<file path="src/rtl/poker_pkg.sv">
// Shared card encoding and deck helpers for the poker datapath.
// Card = {suit[1:0], rank[3:0]}, rank 2..14, 6'd0 means empty.
package poker_pkg;

  localparam int SUIT_W = 2;
  localparam int RANK_W = 4;
  localparam int CARD_W = SUIT_W + RANK_W;

  typedef logic [CARD_W-1:0] card_t;

  localparam logic [RANK_W-1:0] RANK_MIN = 4'd2;
  localparam logic [RANK_W-1:0] RANK_MAX = 4'd14;
  localparam int DECK_SIZE = 52;
  localparam card_t CARD_EMPTY = 6'd0;

  function automatic logic card_valid(card_t c);
    return (c[3:0] >= RANK_MIN) && (c[3:0] <= RANK_MAX);
  endfunction

  // suit*13 + rank - 2; only meaningful for valid cards
  function automatic logic [5:0] card_index(card_t c);
    logic [5:0] s;
    logic [5:0] r;
    s = {4'b0, c[5:4]};
    r = {2'b0, c[3:0]};
    return (s << 3) + (s << 2) + s + r - 6'd2;
  endfunction

endpackage

</file>
<file path="src/rtl/card_lfsr.sv">
// 16-bit Fibonacci LFSR, taps 16/14/13/11, with advance and load.
// A zero load value falls back to SEED so the register never locks up.
module card_lfsr #(
  parameter logic [15:0] SEED = 16'hACE1
) (
  input  logic        clk,
  input  logic        reset,
  input  logic        adv_i,
  input  logic        load_i,
  input  logic [15:0] load_val_i,
  output logic [15:0] lfsr_o
);

  logic [15:0] lfsr_q;
  logic [15:0] lfsr_d;
  logic        fb;

  assign fb = lfsr_q[15] ^ lfsr_q[13]
            ^ lfsr_q[12] ^ lfsr_q[10];

  always_comb begin
    lfsr_d = lfsr_q;
    if (load_i) begin
      lfsr_d = (load_val_i == 16'h0)
             ? SEED : load_val_i;
    end else if (adv_i) begin
      lfsr_d = {lfsr_q[14:0], fb};
    end
  end

  always_ff @(posedge clk or posedge reset) begin
    if (reset) lfsr_q <= SEED;
    else       lfsr_q <= lfsr_d;
  end

  assign lfsr_o = lfsr_q;

endmodule

</file>
<file path="src/rtl/card_dealer.sv">
// Deals 5 unique cards per hand from a 52-card deck using an LFSR.
// Optional CARD_DEALER_SEED_EN adds seed_valid/seed LFSR reseeding.
module card_dealer
  import poker_pkg::*;
#(
  parameter logic [15:0] LFSR_SEED = 16'hACE1,
  parameter int          HAND_SIZE = 5
) (
  input  logic        clk,
  input  logic        reset,
  input  logic        shuffle,
  input  logic        deal_req,
`ifdef CARD_DEALER_SEED_EN
  input  logic        seed_valid,
  input  logic [15:0] seed,
`endif
  output logic        ready,
  output logic        init,
  output card_t       card0,
  output card_t       card1,
  output card_t       card2,
  output card_t       card3,
  output card_t       card4,
  output logic [5:0]  cards_left,
  output logic        deal_err
);

  localparam logic [1:0] S_IDLE = 2'd0;
  localparam logic [1:0] S_DRAW = 2'd1;
  localparam logic [1:0] S_EMIT = 2'd2;

  localparam logic [5:0] LEFT_FULL = 6'(DECK_SIZE);
  localparam logic [5:0] HAND_N    = 6'(HAND_SIZE);
  localparam logic [2:0] K_LAST    = 3'(HAND_SIZE - 1);

  logic [1:0]           state_q, state_d;
  logic [DECK_SIZE-1:0] mask_q, mask_d;
  logic [2:0]           k_q, k_d;
  card_t                hand_q [HAND_SIZE];
  card_t                hand_d [HAND_SIZE];
  card_t                card_q [HAND_SIZE];
  card_t                card_d [HAND_SIZE];
  logic [5:0]           left_q, left_d;
  logic                 err_q, err_d;

  logic [15:0] lfsr;
  logic        lfsr_adv;
  logic        lfsr_load;
  logic [15:0] lfsr_val;
  logic        seed_req;

  card_t       cand;
  logic [5:0]  cidx;
  logic [63:0] mask_x;
  logic        cand_ok;

`ifdef CARD_DEALER_SEED_EN
  assign seed_req = seed_valid;
  assign lfsr_val = seed;
`else
  assign seed_req = 1'b0;
  assign lfsr_val = 16'h0;
`endif

  card_lfsr #(
    .SEED (LFSR_SEED)
  ) u_lfsr (
    .clk        (clk),
    .reset      (reset),
    .adv_i      (lfsr_adv),
    .load_i     (lfsr_load),
    .load_val_i (lfsr_val),
    .lfsr_o     (lfsr)
  );

  assign cand    = lfsr[5:0];
  assign cidx    = card_index(cand);
  assign mask_x  = {{(64-DECK_SIZE){1'b0}}, mask_q};
  assign cand_ok = card_valid(cand) && !mask_x[cidx];

  assign lfsr_adv = (state_q == S_DRAW);

  always_comb begin
    state_d   = state_q;
    mask_d    = mask_q;
    k_d       = k_q;
    hand_d    = hand_q;
    card_d    = card_q;
    left_d    = left_q;
    err_d     = 1'b0;
    lfsr_load = 1'b0;
    unique case (state_q)
      S_IDLE: begin
        if (seed_req) begin
          lfsr_load = 1'b1;
        end else if (shuffle) begin
          mask_d = '0;
          left_d = LEFT_FULL;
        end else if (deal_req) begin
          if (left_q >= HAND_N) begin
            k_d     = 3'd0;
            state_d = S_DRAW;
          end else begin
            err_d = 1'b1;
          end
        end
      end
      S_DRAW: begin
        if (cand_ok) begin
          hand_d[k_q] = cand;
          mask_d = mask_q
                 | (DECK_SIZE'(1) << cidx);
          k_d = k_q + 3'd1;
          // publish on entry to EMIT so init and cards coincide
          if (k_q == K_LAST) begin
            for (int i = 0; i < HAND_SIZE - 1; i++)
              card_d[i] = hand_q[i];
            card_d[HAND_SIZE-1] = cand;
            left_d  = left_q - HAND_N;
            state_d = S_EMIT;
          end
        end
      end
      S_EMIT: state_d = S_IDLE;
      default: state_d = S_IDLE;
    endcase
  end

  always_ff @(posedge clk or posedge reset) begin
    if (reset) begin
      state_q <= S_IDLE;
      mask_q  <= '0;
      k_q     <= 3'd0;
      hand_q  <= '{default: CARD_EMPTY};
      card_q  <= '{default: CARD_EMPTY};
      left_q  <= LEFT_FULL;
      err_q   <= 1'b0;
    end else begin
      state_q <= state_d;
      mask_q  <= mask_d;
      k_q     <= k_d;
      hand_q  <= hand_d;
      card_q  <= card_d;
      left_q  <= left_d;
      err_q   <= err_d;
    end
  end

  assign ready      = (state_q == S_IDLE);
  assign init       = (state_q == S_EMIT);
  assign card0      = card_q[0];
  assign card1      = card_q[1];
  assign card2      = card_q[2];
  assign card3      = card_q[3];
  assign card4      = card_q[4];
  assign cards_left = left_q;
  assign deal_err   = err_q;

endmodule
</file>
<file path="config.mk">
export PLATFORM = sky130hd
export DESIGN_NAME = card_dealer
export DESIGN_NICKNAME = d
export VERILOG_FILES = /design/src/rtl/poker_pkg.sv /design/src/rtl/card_lfsr.sv /design/src/rtl/card_dealer.sv
export SDC_FILE = /design/constraint.sdc
export NUM_CORES = 1
export LEC_CHECK = 0
export ABC_AREA = 1
export CORE_ASPECT_RATIO = 1.1
export CORE_MARGIN = 2
export CORE_UTILIZATION = 40
export CTS_CLUSTER_DIAMETER = 120
export DETAILED_ROUTE_END_ITERATION = 10
export PLACE_DENSITY_LB_ADDON = 0.12
export SLEW_MARGIN = 40
export SYNTH_ARGS = -nofsm -noshare
export SYNTH_HDL_FRONTEND = slang
export SYNTH_SLANG_ARGS = --single-unit
</file>
<file path="constraint.sdc">
create_clock -name clk -period 5.4 [get_ports clk]
set_input_delay 1.35 -clock clk [delete_from_list [all_inputs] [get_ports clk]]
set_output_delay 1.35 -clock clk [all_outputs]
set_load 0.01 [all_outputs]
</file>
Fig. 1: run 1, clock network drawn from the DEF
The bar under the picture is 50 um long.
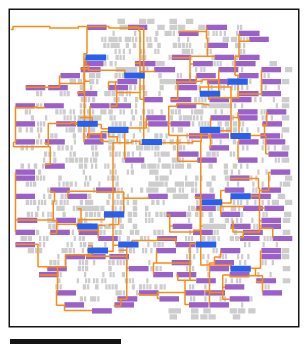
legend:
  clock wires:
    color: orange
    length: 1890 um
  flip-flops:
    color: purple
    count: 134
  clock-net drivers:
    color: blue
    count: 17
routed clock nets: 18
share of power burned in the clock network: 54.3%
clk_lat worst skew: 0.42 ns
clock skew: 0.00832 ns

Fig. 2: run 1, met3 routing
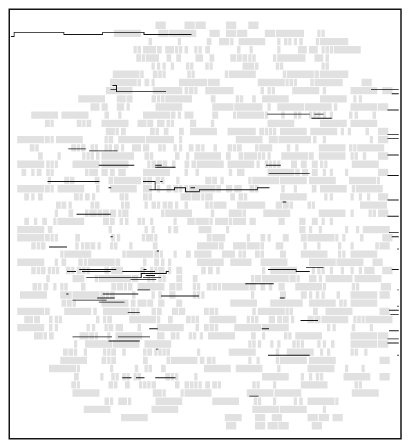
main direction: horizontal
longest straight run: 19.3 um
wire length on this layer: 546 um

==> qor.yml, run 1 <==
run_status:
  outcome: "finished clean"
finish:
  sh_seq_area_pct: 41.6
  regMostFlops: "mask_q"
  layout_top_cells: "338 x nand2_1, 123 x dfrtp_1, 88 x o21ai_0"
  nets: 927
  comb_area_um2: 3130
  sh_comb_area_pct: 38.7
  comb_cells: 660
  dominant_cells: "sequential cells"
  fillers: 1722
  seq_area_um2: 3370
  n_antenna_cell: 0
  drive_above_1_share_pct: 9.13
  post-route-cell-area_um2: 8090
  layout-area-overhead-vs-synth_pct: 16.1
  final-clk-cell-share_pct: 7.59
  final_cells: 1154
  buffers: 50
  largest_reg_flops: 52
  inv_count: 44
  fin_util_pct: 47.6
  bufAreaShareNonClock_pct: 6.34
  final_common_cell: "nand2_1"
cts:
  cts_hold_buf: 0
  tritoncts: "yes"
  cts_post_setup_buffers_inserted: 0
  cts-htree-levels: 4
  clk_pin_slew_ns: 0.06
  root_buffer: "clkbuf_16"
  post_cts_resized: 0
  clock_tree.buffer_depth: 2
timing:
  tightest_slew_ns: 0.775
  finalCritPeriodShare_pct: 87.5
  rsz0062_at_grt: "false"
  drv_slew: 0
  fin_crit_ns: 4.73
  max_freq_mhz: 212
  fin_tns_setup_ns: 0
  setup_violations: 0
  slew_headroom_pct: 48.0
  setup_ws_ns: 0.674
  holdWs_ns: 0.463
  hold_viol: 0
global_route:
  grt_start_max_net_pins: 118
  overflow: 0
  top_usage_layer: "met2"
  grt_use_met3_pct: 3.72
  gr-usage-all-layers_pct: 19.1
  globalRouteMet2Util_pct: 30.6
  met1_usage_pct: 25.6
  antenna_found_initial: 0
  first_global_vias: 5470
setup_path:
  crit_chain: "inv_1 > ha_1 > inv_1 > fa_1 > fa_1 > inv_1 > nor2_1 > inv_1 > nor2_1 > nor2_1 > nand2_1 > nand3_2 > nand2_2 > clkinv_1 > nand3_1 > nand2_1 > nand2_1"
  path_buffers: 5
  r2r_start: "u_lfsr.lfsr_o[4]"
  critPathKind: "flop to flop"
  path_depth: 17
  end_kind: "flop"
  reg2reg_depth: 17
  cp_common_cell: "inv_1"
  reg2reg_to: "hand_q[13]"
  r2r_slack_ns: 0.67
  startpoint: "u_lfsr.lfsr_o[4]"
  worstSetupEndpoint: "hand_q[13]"
  cp_slowest_cell: "fa_1"
  crit_fanout: 29
  cp.arrival_ns: 5.08
  cp-start-kind: "flop"
  critPathTopFamily: "adder cells"
  crit_path_max_incr_delay_ns: 0.79
yosys:
  ys_cells: 892
  synthArstFlopShare_pct: 100
  ys.flops: 134
  synthSimpleGateAreaFrac_pct: 31.0
  ys_sh_xor_pct: 0.754
  edf_count: 0
  synth_seq_share_pct: 48.3
  synth_area_leader_cell: "dfrtp_1"
  synthTopCellsByCount: "338 x nand2_1, 123 x dfrtp_1, 88 x o21ai_0"
  synthAoiAreaFrac_pct: 9.78
  ys_warn_count: 0
  yosys.cell_types.count: 29
  syn_nets: 912
  netlist_instances: 892
  mux_area_share_pct: 0
  yosys-stat-area_um2: 6970
  yosysTopAreaCellShare_pct: 44.2
  synth.avg_cell_area_um2: 7.81
  synthesis.area_um2: 6970
  synth.area.top_cells: "dfrtp_1 44%, nand2_1 18%, o21ai_0 6.3%"
  yosys.area_share.adder_pct: 3.09
  most_common_cell: "nand2_1"
  ys.flop_type: "dfrtp_1"
  top_logic_kind: "simple AND/OR/NAND/NOR gates"
place:
  dp_hpwl_um: 10500
  placedCellCount: 1122
  preCtsSetupSlack_ns: 0.901
  gp_congestion: 0.816
  placed_cell_area_um2: 7470
  io_buffers: 42
hold_path:
  hold_path_depth: 2
  worst_hold_path.endpoint: "u_lfsr.lfsr_o[11]"
  hp-class: "flop to flop"
  hold_start: "u_lfsr.lfsr_o[11]"
pwr:
  comb_power_share_pct: 1.0
  power-per-cell-area_nw_per_um2: 278
  seq_power_w: 0.00100
  p_leak_nw: 3.79
  p_comb_w: 0.0000230
  seqPwrFrac_pct: 44.6
  switchingPower_w: 0.000470
  switching_share_pct: 20.9
  finalPower_w: 0.00225
  top_power_group: "clock"
  p_int_w: 0.00178
  ir_worst_vdd_v: 0.000203
die:
  die_w_um: 130
  fp.coreArea_um2: 17000
  die_area_um2: 18500
  fp-utilization_pct: 41.0
  io_pins: 43
  n_tap_cell: 234
  fp-row-count: 50
  dieHeight_um: 142
route:
  wl_per_cell_um: 14.3
  dr_wl_met2_um: 7950
  drtAntennaViolNets: 0
  dr_total_vias: 5746
  detail_route.vias_per_cell: 4.98
  drt_pass1_iterations: 5
  drc_errors: 0
  drt_wl_total_um: 16500
  dr_wl_met3_um: 545
  dr.max_layer_used: "met4"
  first_iter_violations: 465
  wl_met1_um: 7640
run:
  log.warning_count: 32
  cap_violations: 0
Fig. 3: run 1, clock wiring as the flow saved it
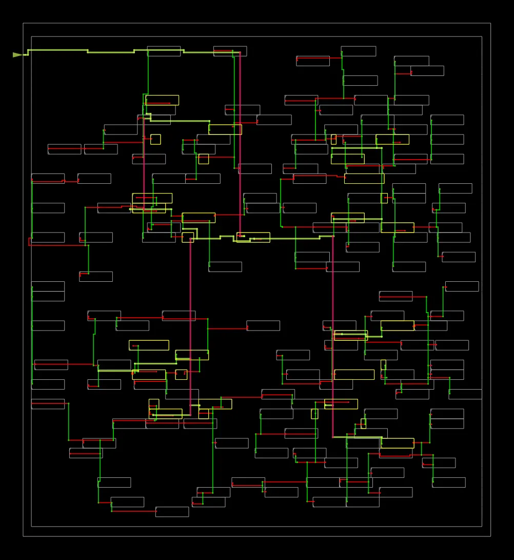
cts bufs inserted: 17
flop count: 134
Clk power: 0.00122 W
# clk buffers: 20
Sink Count: 134

==> run 2, diff against run 1 <==
GPL_TIMING_DRIVEN = 1   (was unset)
Fig. 4: run 2, clock network drawn from the DEF
The bar under the picture is 50 um long.
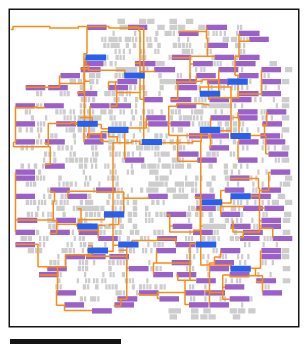
legend:
  flip-flops:
    color: purple
    count: 134
  clock-net drivers:
    color: blue
    count: 17
  clock wires:
    color: orange
    length: 1890 um
flops lie: spread over the die

==> qor.yml, run 2 <==
pwr:
  top_power_group: "clock"
  switchingPower_w: 0.000470
  power-per-cell-area_nw_per_um2: 278
  seq_power_w: 0.00100
  p_int_w: 0.00178
  p_comb_w: 0.0000230
  switching_share_pct: 20.9
  comb_power_share_pct: 1.0
  pg_clk_w: 0.00122
die:
  io_pins: 43
  die_w_um: 130
  die_area_um2: 18500
  n_tap_cell: 234
run_status:
  outcome: "finished clean"
finish:
  bufAreaShareNonClock_pct: 6.34
  layout_top_cells: "338 x nand2_1, 123 x dfrtp_1, 88 x o21ai_0"
  seq_area_um2: 3370
  flops: 134
  layout-area-overhead-vs-synth_pct: 16.1
  n_antenna_cell: 0
  drive_above_1_share_pct: 9.13
  final-clk-cell-share_pct: 7.59
  final_common_cell: "nand2_1"
  regMostFlops: "mask_q"
  post-route-cell-area_um2: 8090
  nClkBuffers: 20
  fillers: 1722
  final_cells: 1154
route:
  drt_pass1_iterations: 5
  dr_total_vias: 5746
  drtAntennaViolNets: 0
  wl_met1_um: 7640
  dr_wl_met2_um: 7950
cts:
  post_cts_resized: 0
  cts_hold_buf: 0
  root_buffer: "clkbuf_16"
  clk_pin_slew_ns: 0.06
  clock_tree.buffer_depth: 2
  cts_num_sinks: 134
  cts_post_setup_buffers_inserted: 0
hold_path:
  hold_start: "u_lfsr.lfsr_o[11]"
  hold_path_depth: 2
place:
  io_buffers: 42
  gp_congestion: 0.816
setup_path:
  startpoint: "u_lfsr.lfsr_o[4]"
  critPathKind: "flop to flop"
  crit_chain: "inv_1 > ha_1 > inv_1 > fa_1 > fa_1 > inv_1 > nor2_1 > inv_1 > nor2_1 > nor2_1 > nand2_1 > nand3_2 > nand2_2 > clkinv_1 > nand3_1 > nand2_1 > nand2_1"
  reg2reg_to: "hand_q[13]"
  path_buffers: 5
  crit_fanout: 29
  crit_path_max_incr_delay_ns: 0.79
  r2r_slack_ns: 0.67
  path_depth: 17
  end_kind: "flop"
timing:
  setup_violations: 0
  clock_skew_ns: 0.00832
  fin_crit_ns: 4.73
  rsz0062_at_grt: "false"
  hold_viol: 0
  finalCritPeriodShare_pct: 87.5
global_route:
  antenna_found_initial: 0
  gr-usage-all-layers_pct: 19.1
  top_usage_layer: "met2"
  met1_usage_pct: 25.6
  grt_start_max_net_pins: 118
yosys:
  synth.avg_cell_area_um2: 7.81
  ys_warn_count: 0
  syn_nets: 912
  synthesis.area_um2: 6970
  mux_area_share_pct: 0
  yosys-stat-area_um2: 6970
  synthAoiAreaFrac_pct: 9.78
  edf_count: 0
  ys_cells: 892
  top_logic_kind: "simple AND/OR/NAND/NOR gates"
run:
  log.warning_count: 32
Fig. 5: run 2, zoomed window
Region (45, 51) to (85, 91) um. Cells in gray, sequential cells in the stronger gray; small squares are vias.
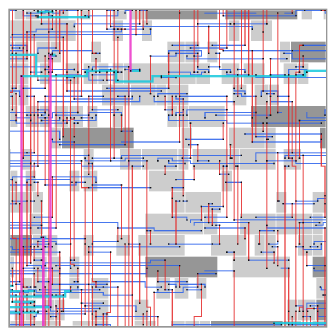

==> run 3, diff against run 2 <==
DONT_BUFFER_PORTS = 1   (was unset)
MAX_ROUTING_LAYER = met4   (was unset)
Fig. 6: run 3, zoomed window
Region (45, 51) to (85, 91) um. Cells in gray, sequential cells in the stronger gray; small squares are vias.
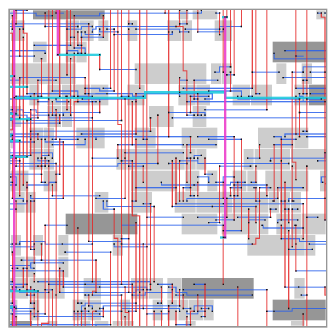
legend:
  M3:
    color: cyan
  M2:
    color: red
  M4:
    color: magenta
  M1:
    color: blue
most frequent: nand2_1 (21), inv_1 (15)
cells with their middle in the window: 105
netlist names of flops here include: `mask_q` (2)
sequential cells in the window: 4

==> qor.yml, run 3 <==
timing:
  holdWs_ns: 0.464
  max_freq_mhz: 224
  fin_crit_ns: 4.47
  finalCritPeriodShare_pct: 82.8
  rsz0062_at_grt: "false"
  hold_viol: 0
  setup_ws_ns: 0.929
  setup_violations: 0
  tightest_slew_ns: 0.797
  fin_tns_setup_ns: 0
  slew_headroom_pct: 46.9
  drv_slew: 0
setup_path:
  path_buffers: 4
  r2r_start: "u_lfsr.lfsr_o[4]"
  crit_fanout: 21
  reg2reg_depth: 16
  startpoint: "u_lfsr.lfsr_o[4]"
  reg2reg_to: "hand_q[27]"
  crit_chain: "inv_1 > ha_1 > inv_1 > fa_1 > fa_1 > nor2_1 > inv_1 > nor2_1 > nor2_1 > nand2_1 > a21oi_2 > nand2_2 > inv_1 > nand3_1 > nand2_1 > nand2_1"
  critPathKind: "flop to flop"
  cp-start-kind: "flop"
  cp.arrival_ns: 4.78
  crit_path_max_incr_delay_ns: 0.80
  cp_common_cell: "inv_1"
  worstSetupEndpoint: "hand_q[27]"
pwr:
  pwr-share-clk_pct: 53.2
  p_int_w: 0.00170
  power-per-cell-area_nw_per_um2: 287
  switchingPower_w: 0.000487
  pg_clk_w: 0.00116
  comb_power_share_pct: 0.9
  seq_power_w: 0.00100
  switching_share_pct: 22.2
  top_power_group: "clock"
  p_comb_w: 0.0000202
  p_leak_nw: 3.64
yosys:
  synthAoiAreaFrac_pct: 9.78
  ys.flop_type: "dfrtp_1"
  ys_sh_xor_pct: 0.754
  most_common_cell: "nand2_1"
  ys.flops: 134
  syn_nets: 912
  synth.avg_cell_area_um2: 7.81
  yosys.cell_types.count: 29
  yosysTopAreaCellShare_pct: 44.2
  synth_area_leader_cell: "dfrtp_1"
  mux_area_share_pct: 0
  ys_cells: 892
  yosys-stat-area_um2: 6970
  synth.area.top_cells: "dfrtp_1 44%, nand2_1 18%, o21ai_0 6.3%"
  top_logic_kind: "simple AND/OR/NAND/NOR gates"
  synthArstFlopShare_pct: 100
route:
  dr.max_layer_used: "met4"
  dr_wl_met2_um: 8260
  drtAntennaViolNets: 0
  drt_wl_total_um: 16400
  drc_errors: 0
  first_iter_violations: 319
global_route:
  grt_start_max_net_pins: 105
  antenna_found_initial: 0
  top_usage_layer: "met2"
  met1_usage_pct: 23.0
  globalRouteMet2Util_pct: 33.1
  overflow: 0
  first_global_vias: 5707
  grt_use_met3_pct: 3.31
finish:
  final_common_cell: "nand2_1"
  regMostFlops: "mask_q"
  seq_area_um2: 3370
  n_antenna_cell: 0
  largest_reg_flops: 52
  sh_comb_area_pct: 41.0
  post-route-cell-area_um2: 7630
  final_cells: 1112
  drive_above_1_share_pct: 9.91
  final-clk-cell-share_pct: 7.74
  nClkBuffers: 19
  fillers: 1753
  flops: 134
  dominant_cells: "sequential cells"
  fin_util_pct: 44.8
  comb_area_um2: 3130
  buffers: 8
die:
  die_area_um2: 18500
  die_w_um: 130
  io_pins: 43
  fp-row-count: 50
  dieHeight_um: 142
cts:
  root_buffer: "clkbuf_16"
  numCtsBuffers: 17
  cts-htree-levels: 4
  post_cts_resized: 0
  clk_latency_ns: 0.43
  cts_hold_buf: 0
  clk_pin_slew_ns: 0.06
  clock_tree.buffer_depth: 2
run:
  log.warning_count: 30
  cap_violations: 0
place:
  preCtsSetupSlack_ns: 0.965
  placed_cell_area_um2: 7040
  placedCellCount: 1080
  dp_hpwl_um: 10700
hold_path:
  hold_start: "u_lfsr.lfsr_o[7]"
  hold_path_depth: 2
  hp-class: "flop to flop"
run_status:
  outcome: "finished clean"

==> layout pictures side by side <==
Routed metal per tile.
The bar under the picture is 50 um long. The die is cut into 26 by 28 equal tiles; white is low, dark blue is high, scaled to the fullest tile. Values are wire area over tile area, all layers added.
image #1
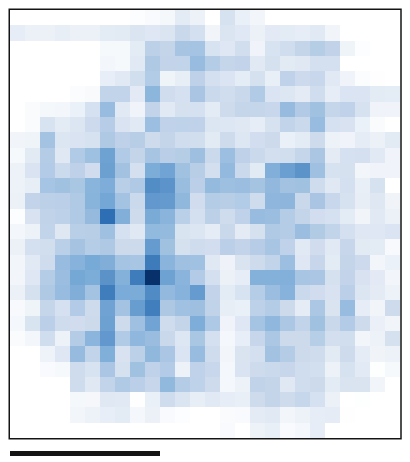
image #2
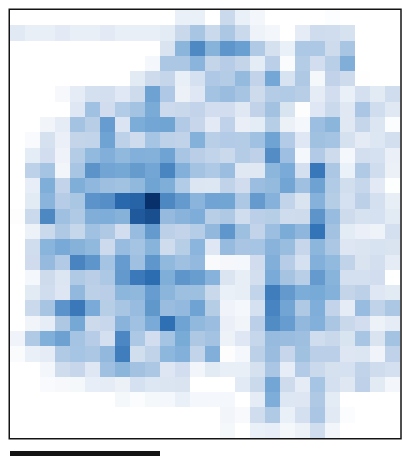
run 3 -> image #2
run 2 -> image #1

Key to image #2:
densest ninth of the die: middle
tiles over half the peak: 9.2%
emptiest ninth of the die: top left
nearly empty tiles: 20%

Power and IR drop assume default switching activity.
